===== src/rtl/arb_priority_pkg.sv =====
// Shared types and width helpers for the fixed-priority grant/hold arbiter.
package arb_priority_pkg;

    typedef enum logic [1:0] {
        ARB_IDLE,
        ARB_OFFER,
        ARB_HOLD
    } arb_state_t;

    // Index width for a requester count; a single requester still needs one bit.
    function automatic int arb_idw(input int w);
        return ($clog2(w) > 0) ? $clog2(w) : 1;
    endfunction

endpackage


===== src/rtl/arb_priority_grant_hold_priority_index_lsb.sv =====
// Combinational lowest-set-bit encoder; index is zero when no bit is set.
module priority_index_lsb
    import arb_priority_pkg::*;
#(
    parameter int WIDTH = 8,
    localparam int IDW = arb_idw(WIDTH)
) (
    input  logic [WIDTH-1:0] i_vec,
    output logic [IDW-1:0]   o_idx,
    output logic             o_found
);

    logic             found;
    logic [IDW-1:0]   idx;

    always_comb begin
        found = 1'b0;
        idx   = '0;
        for (int unsigned i = 0; i < unsigned'(WIDTH); i++) begin
            if (i_vec[i] && !found) begin
                idx   = IDW'(i);
                found = 1'b1;
            end
        end
    end

    assign o_idx   = idx;
    assign o_found = found;

endmodule


===== src/rtl/arb_priority_grant_hold.sv =====
// Registered fixed-priority arbiter: capture lowest active request, offer it
// with valid/ready, then hold until release or hold timeout.
module arb_priority_grant_hold
    import arb_priority_pkg::*;
#(
    parameter int WIDTH    = 8,
    parameter int MAX_HOLD = 16,
    localparam int IDW     = arb_idw(WIDTH)
) (
    input  logic             i_clk,
    input  logic             i_rst_n,
    input  logic             i_enable,
    input  logic [WIDTH-1:0] i_req,
    output logic             o_valid,
    input  logic             i_ready,
    output logic [IDW-1:0]   o_grant_id,
    output logic [WIDTH-1:0] o_grant_oh,
    input  logic             i_release,
    output logic             o_busy,
    output logic             o_timeout
);

    localparam int HCW = ($clog2(MAX_HOLD + 1) > 0) ? $clog2(MAX_HOLD + 1) : 1;
    localparam logic [HCW-1:0] HOLD_LAST = (MAX_HOLD != 0) ? HCW'(MAX_HOLD - 1) : '0;

    arb_state_t       state_q,    state_d;
    logic [IDW-1:0]   grant_id_q, grant_id_d;
    logic [WIDTH-1:0] grant_oh_q, grant_oh_d;
    logic [HCW-1:0]   hold_cnt_q, hold_cnt_d;
    logic             timeout_q,  timeout_d;

    logic [IDW-1:0]   win_idx;
    logic             win_found;

    priority_index_lsb #(
        .WIDTH (WIDTH)
    ) u_pick (
        .i_vec   (i_req),
        .o_idx   (win_idx),
        .o_found (win_found)
    );

    always_comb begin
        state_d    = state_q;
        grant_id_d = grant_id_q;
        grant_oh_d = grant_oh_q;
        hold_cnt_d = hold_cnt_q;
        timeout_d  = 1'b0;
        case (state_q)
            ARB_IDLE: begin
                if (i_enable && win_found) begin
                    state_d    = ARB_OFFER;
                    grant_id_d = win_idx;
                    grant_oh_d = WIDTH'(1) << win_idx;
                end
            end
            ARB_OFFER: begin
                if (i_ready) begin
                    state_d    = ARB_HOLD;
                    hold_cnt_d = '0;
                end
            end
            ARB_HOLD: begin
                hold_cnt_d = hold_cnt_q + 1'b1;
                // Release takes precedence over a coincident timeout.
                if (i_release) begin
                    state_d    = ARB_IDLE;
                    grant_oh_d = '0;
                end else if ((MAX_HOLD != 0) && (hold_cnt_q == HOLD_LAST)) begin
                    state_d    = ARB_IDLE;
                    grant_oh_d = '0;
                    timeout_d  = 1'b1;
                end
            end
            default: begin
                state_d    = ARB_IDLE;
                grant_oh_d = '0;
            end
        endcase
    end

    always_ff @(posedge i_clk) begin
        if (!i_rst_n) begin
            state_q    <= ARB_IDLE;
            grant_id_q <= '0;
            grant_oh_q <= '0;
            hold_cnt_q <= '0;
            timeout_q  <= 1'b0;
        end else begin
            state_q    <= state_d;
            grant_id_q <= grant_id_d;
            grant_oh_q <= grant_oh_d;
            hold_cnt_q <= hold_cnt_d;
            timeout_q  <= timeout_d;
        end
    end

    assign o_valid    = (state_q == ARB_OFFER);
    assign o_busy     = (state_q == ARB_HOLD);
    assign o_grant_id = grant_id_q;
    assign o_grant_oh = grant_oh_q;
    assign o_timeout  = timeout_q;

endmodule

===== config.mk =====
export PLATFORM = sky130hd
export DESIGN_NAME = arb_priority_grant_hold
export DESIGN_NICKNAME = d
export VERILOG_FILES = /design/src/rtl/arb_priority_pkg.sv /design/src/rtl/arb_priority_grant_hold_priority_index_lsb.sv /design/src/rtl/arb_priority_grant_hold.sv
export SDC_FILE = /design/constraint.sdc
export NUM_CORES = 1
export LEC_CHECK = 0
export ABC_AREA = 1
export CORE_MARGIN = 4
export CORE_UTILIZATION = 50
export CTS_CLUSTER_SIZE = 25
export DETAILED_ROUTE_END_ITERATION = 16
export GPL_TIMING_DRIVEN = 0
export PLACE_DENSITY = 0.78
export SLEW_MARGIN = 15
export SYNTH_ARGS = -nofsm -noshare
export SYNTH_HDL_FRONTEND = slang
export SYNTH_HIERARCHICAL = 1
export SYNTH_SLANG_ARGS = --single-unit

===== constraint.sdc =====
create_clock -name i_clk -period 3.6 [get_ports i_clk]
set_input_delay 0.36 -clock i_clk [delete_from_list [all_inputs] [get_ports i_clk]]
set_output_delay 0.36 -clock i_clk [all_outputs]
set_load 0.01 [all_outputs]

==> run_1/metal_stack.png <==
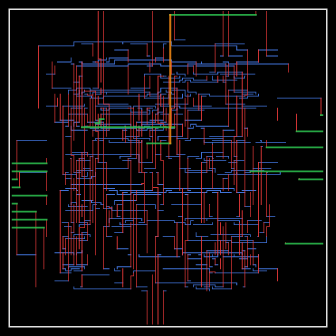
[met2] red | wire length: 1160 um
[met3] green | wire length: 107 um
[met4] orange | wire length: 21.8 um
[met1] blue | wire length: 1030 um

==> run_1/met2.png <==
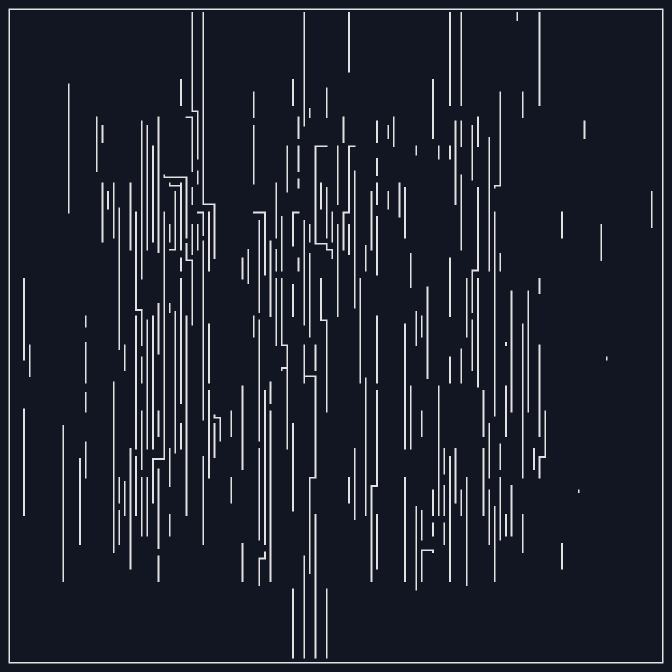
main direction: vertical
wire length on this layer: 1160 um
share of all routed wire: 50%

==> metrics.csv, run 1 <==
metric,value,unit
outcome,completed,
worst setup margin,1.71,ns
switching portion of total power,28.9,%
fmax,529,MHz
Least-Margin Pin Slew,0.494,ns
post-synthesis sequential element count,19,
max-cap viol count,0,
Clk network pwr share,22.9,%
fin nets,194,
Pwr Total,452,uW
CP arrival,1.53,ns
fraction of registers with async set/reset,0,%
most frequent logic cell in the layout,clkdlybuf4s50_1,
setup TNS,0,ns
most frequent cells in the layout,"clkdlybuf4s50_1 (26), nand2_1 (24), nor2_1 (22), nand3_1 (19), dfxtp_1 (19)",
final worst-path cycle share,52.5,%
DRT iter0 DRCs,16,
Worst slew margin,66.6,%
Comb power frac,25.7,%
switching power,130,uW
largest net degree at the start of global routing,12,
yosys stat cell total,148,
io pins,27,
Power Dens Cells,333,nW/um2
total routed wirelength,2.31,mm
initial antenna violation count,0,
layout cells sized above 1,12.9,%
CTS tree,built,
LEAKAGE,0.000573,uW
Tmin final,1.89,ns
DIE WIDTH,53.5,um
Chip Area,2860,um2
Worst Setup End Kind,output port,
"Setup Fix Bufs, Post-CTS",0,
CP Launch Type,register,
Pint,321,uW
GP Congestion,0.835,
Routed Antenna Nets,0,
post-synthesis sequential area ratio,36.7,%
GRT Residual Overflow,0,
vias in the first global route,998,
clock skew,0.00698,ns
Worst VDD drop,0.169,mV
number of enable flip-flop cells,0,
FP Rows,16,
H-tree depth,1,
number of buffers added on ports,26,
clk ins delay skew pair,0.29,ns
cell count after synthesis,148,
Unique cell types,24,
RSZ-0062 raised after global routing,false,
clock-pin slew on the worst setup and hold paths,0.11,ns
synthesized area,1040,um2
endpoints failing setup,0,
Residual DRC,0,
"Hold-fix buffers, CTS",0,
fin. max-slew vios,0,
fp util,52.8,%
Sequential Power Share,51.4,%
hold slack,0.485,ns
DRT Pass-1 Iters,4,
clk root buf,clkbuf_4,
"Avg Cell Area, Syn",7.00,um2
Hold WC Path Type,register to register,
total track usage,19.0,%
start-to-end type of the worst setup path,register to output port,
WL/cell,11.3,um
core area,1960,um2
CP required,3.24,ns
final hold vios,0,
tool warnings,26,
post_cts resized,0,
Post-Place Setup Slack,1.51,ns
via/cell ratio,5.05,
CTS max path bufs,2,
Die Ht,53.5,um
Sink Count,19,
first-pass GRT wire length,4.09,mm
number of CTS-inserted buffers,3,
Max Fanout on Critical Path,5,
R2R Setup Slk,1.99,ns
==> run_1/density.png <==
11 x 11 tiles, from white (low) to dark blue (high), 0 to 100% covered.
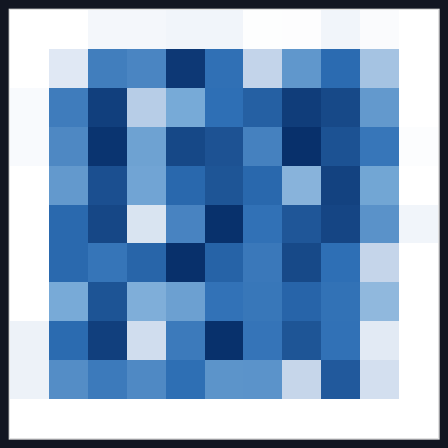
mean over tiles: 46%
tiles over 75% full: 27%
nearly empty tiles: 24%
densest ninth of the die: centre

## run 1: metal layers
layer,track usage (%),share of wire [%],up-vias
met1,22.3,44,470
li1,-,-,542
met3,2.82,4.6,2
met5,0,0,-
met4,5.11,0.91,0
met2,35.3,50,21
## run 1: power by group through the flow
| stage | clock network, uW | registers (uW) | logic (uW) |
|---|---|---|---|
| after floorplan | 0 | 242 | 58.9 |
| after global placement | 0 | 236 | 114 |
| after detailed placement | 0 | 237 | 116 |
| after CTS | 109 | 232 | 117 |
| after global routing | 118 | 234 | 129 |
| final | 103 | 232 | 116 |
## run 1: flip-flops by register name, summed over array words and instances (netlist names)
signal and count:
o_timeout 1, hold_cnt_q 5, o_grant_oh 8, state_q 2, o_grant_id 3
## run 1: layout make-up
type                            count  area, um2
Tap cell                           27       33.8
Buffer                              3       27.5
Sequential cell                    19        380
Inverter                           19       71.3
Fill cell                         181        604
Timing Repair Buffer               26        260
Clock inverter                      1       5.00
Clock buffer                        3       22.5
Multi-Input combinational cell    107        557
## run 1: final timing paths
check,to,cells after the start,startpoint
min,hold_cnt_q[4]$_SDFFE_PN0P_,2,hold_cnt_q[4]$_SDFFE_PN0P_
max reg2reg,o_grant_oh[0]$_SDFFE_PN0P_,9,hold_cnt_q[0]$_SDFFE_PN0P_
max,o_valid,3,state_q[0]$_SDFFE_PN0P_
min reg2reg,hold_cnt_q[4]$_SDFFE_PN0P_,2,hold_cnt_q[4]$_SDFFE_PN0P_
## run 1: critical path: stages, from the launching register on
cell	delay [ns]
dfxtp_1	0.50
nand2_1	0.13
inv_2	0.09
clkdlybuf4s50_1	0.53
## run 1: cells by family after synthesis
| group | synth area share, % |
|---|---|
| AND/OR/NAND/NOR | 38.2 |
| AND-OR/OR-AND | 13.2 |
| buffers and inverters | 9.54 |
| flip-flops | 36.7 |
| adder cells (fa/ha/maj) | 2.42 |
## run 1: Yosys cell counts, types with 2 or more instances
library cell   n  share of area, %
nand2_1       24               8.7
nor2_1        22               8.0
dfxtp_1       19                37
nand3_1       19               9.2
inv_1         16               5.8
a21oi_1       15               7.2
o21ai_0        5               2.4
nor2_2         4               2.4
nand3_2        3               2.9
buf_6          2               2.2
ha_1           2               2.4
inv_2          2              0.72
nand2_2        2               1.2
nand4_1        2               1.2
or2_2          2               1.2
## run 1: per-stage QoR
stage	std cells	instance area [um2]	util (%)
6_report	205	1360	69.2
5_1_grt	205	1360	69.2
4_1_cts	205	1360	69.2
3_5_place_dp	201	1330	67.8
3_3_place_gp	201	1330	67.8
2_1_floorplan	148	1040	-
==> run_1/final_congestion.png <==
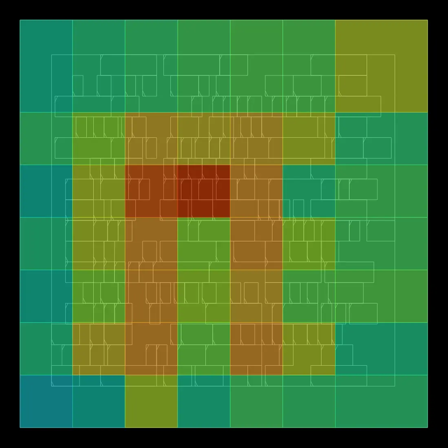

## Run 2: what changed since run 1
--- a/config.mk
+++ b/config.mk
@@ -7,11 +7,11 @@
 export LEC_CHECK = 0
 export ABC_AREA = 1
 export CORE_MARGIN = 4
-export CORE_UTILIZATION = 50
+export CORE_UTILIZATION = 43
 export CTS_CLUSTER_SIZE = 25
 export DETAILED_ROUTE_END_ITERATION = 16
 export GPL_TIMING_DRIVEN = 0
-export PLACE_DENSITY = 0.78
+export PLACE_DENSITY = 0.71
 export SLEW_MARGIN = 15
 export SYNTH_ARGS = -nofsm -noshare
 export SYNTH_HDL_FRONTEND = slang
==> constraint.sdc (replaced) <==
create_clock -name i_clk -period 1.7 [get_ports i_clk]
set_input_delay 0.17 -clock i_clk [delete_from_list [all_inputs] [get_ports i_clk]]
set_output_delay 0.17 -clock i_clk [all_outputs]
set_load 0.01 [all_outputs]
==> run_2/final_congestion.png <==
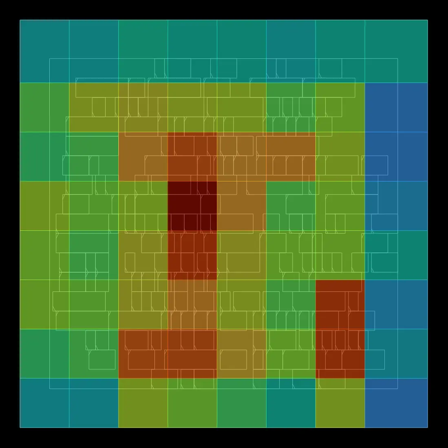
Global Route met3 Usage: 3.17%
gr busiest metal: met2
total track usage: 15.9%
Finished Core Util: 64.0%
met2 Resource Use GR: 28.4%

==> metrics.csv, run 2 <==
metric,value,unit
outcome,completed,
H-tree depth,1,
"Hold-fix buffers, CTS",0,
CP arrival,1.83,ns
Chip Area,3260,um2
fp util,45.9,%
Die Ht,57.1,um
Power Dens Cells,683,nW/um2
Hold WC Path Type,primary input to register,
Least-Margin Pin Slew,0.370,ns
share of the synthesized area in the top cell type,36.7,%
Main logic family,simple AND/OR/NAND/NOR gates,
Sink Count,19,
Max Fanout on Critical Path,8,
cell count after synthesis,148,
RR Endpoint,o_grant_oh[7]$_SDFFE_PN0P_,
LEAKAGE,0.000625,uW
Unique cell types,24,
GP Congestion,0.732,
core area,2250,um2
fraction of registers with async set/reset,0,%
xor/xnor share,0,%
Post-DP Area,1330,um2
DRT Pass-1 Iters,4,
Worst slew margin,75.3,%
Worst Setup End Kind,register,
yosys aoi share,13.2,%
total routed wirelength,2.62,mm
endpoints failing setup,0,
Tmin final,1.61,ns
Pwr Total,986,uW
via/cell ratio,5.20,
CTS max path bufs,2,
number of buffers added on ports,26,
Layout Cell Area excl Fill,1440,um2
max reg flops,8,
most frequent cells in the layout,"clkdlybuf4s50_1 (24), nor2_1 (22), nand2_1 (21), nand3_1 (18), dfxtp_1 (16)",
Worst setup startpoint,hold_cnt_q[0]$_SDFFE_PN0P_,
clock skew,0.00781,ns
clk ins delay skew pair,0.30,ns
Routed Antenna Nets,0,
layout cells sized above 1,20.3,%
cells on worst reg2reg path,9,
Worst Hold Launch,i_release,
yosys simple share,38.2,%
cell accounting for the most synthesized area,dfxtp_1,
CTS tree,built,
post-synthesis sequential element count,19,
==> run 2: worst min-delay path by stage <==
stage	end	slack (ns)	cells past startpoint
detailed placement	hold_cnt_q[4]$_SDFFE_PN0P_	0.46	2
CTS	o_timeout$_SDFF_PP0_	0.44	2
global placement	hold_cnt_q[4]$_SDFFE_PN0P_	0.45	2
global route	o_timeout$_SDFF_PP0_	0.45	2
floorplan	o_timeout$_SDFF_PP0_	0.25	1
finish	o_timeout$_SDFF_PP0_	0.44	2
==> run 2: per-stage QoR <==
stage / util, % / cells / setup TNS [ns] / worst slack [ns]
2_1_floorplan: - / 148 / 0 / 0.271
3_3_place_gp: 59.0 / 202 / -1.18 / -0.170
3_5_place_dp: 59.0 / 202 / -1.53 / -0.231
4_1_cts: 60.3 / 206 / 0 / 0.0260
5_1_grt: 64.0 / 210 / -0.0578 / -0.0362
6_report: 64.0 / 210 / 0 / 0.0851
==> run 2: routing by layer <==
| layer | track usage (%) | wire length [um] | vias to the layer above |
|---|---|---|---|
| met5 | 0 | 0 | - |
| met4 | 5.30 | 42 | 0 |
| met3 | 3.17 | 102 | 6 |
| met2 | 28.4 | 1310 | 32 |
| met1 | 18.9 | 1170 | 497 |
| li1 | - | - | 556 |
==> run 2: repair_timing <==
| action | in CTS | in global routing |
|---|---|---|
| pin swaps | 0 | 0 |
| cloned | 0 | 1 |
| setup buffers | 0 | 3 |
| resized | 2 | 13 |
| setup endpoints to repair | 2 | 9 |
==> run 2: kinds of logic after synthesis <==
family / count (synthesis)
AND/OR/NAND/NOR: 81
AND-OR/OR-AND: 24
buffers and inverters: 22
flip-flops: 19
adder cells (fa/ha/maj): 2
==> run 2: power by group <==
group	total, uW	internal [uW]	switching, uW
sequential	492	473	19.1
combinational	259	126	132
clock	236	87.8	148
total	986	687	299
==> run 2: layout make-up <==
cell class | instances | area, um2
buffer | 3 | 33.8
clock buffer | 3 | 22.5
clock inverter | 1 | 5.00
fill | 217 | 811
inverter | 19 | 71.3
multi-input combinational | 107 | 581
sequential | 19 | 387
tap | 28 | 35.0
timing repair buffer | 30 | 309
==> run 2: critical path, stage by stage, from the launching register on <==
cell	delay [ns]
dfxtp_4	0.38
ha_1	0.22
nand2_2	0.08
nor2_1	0.05
ha_1	0.19
inv_2	0.08
nand3_4	0.14
clkbuf_16	0.20
a21oi_1	0.13
nor2_1	0.06
Power and IR drop assume default switching activity.
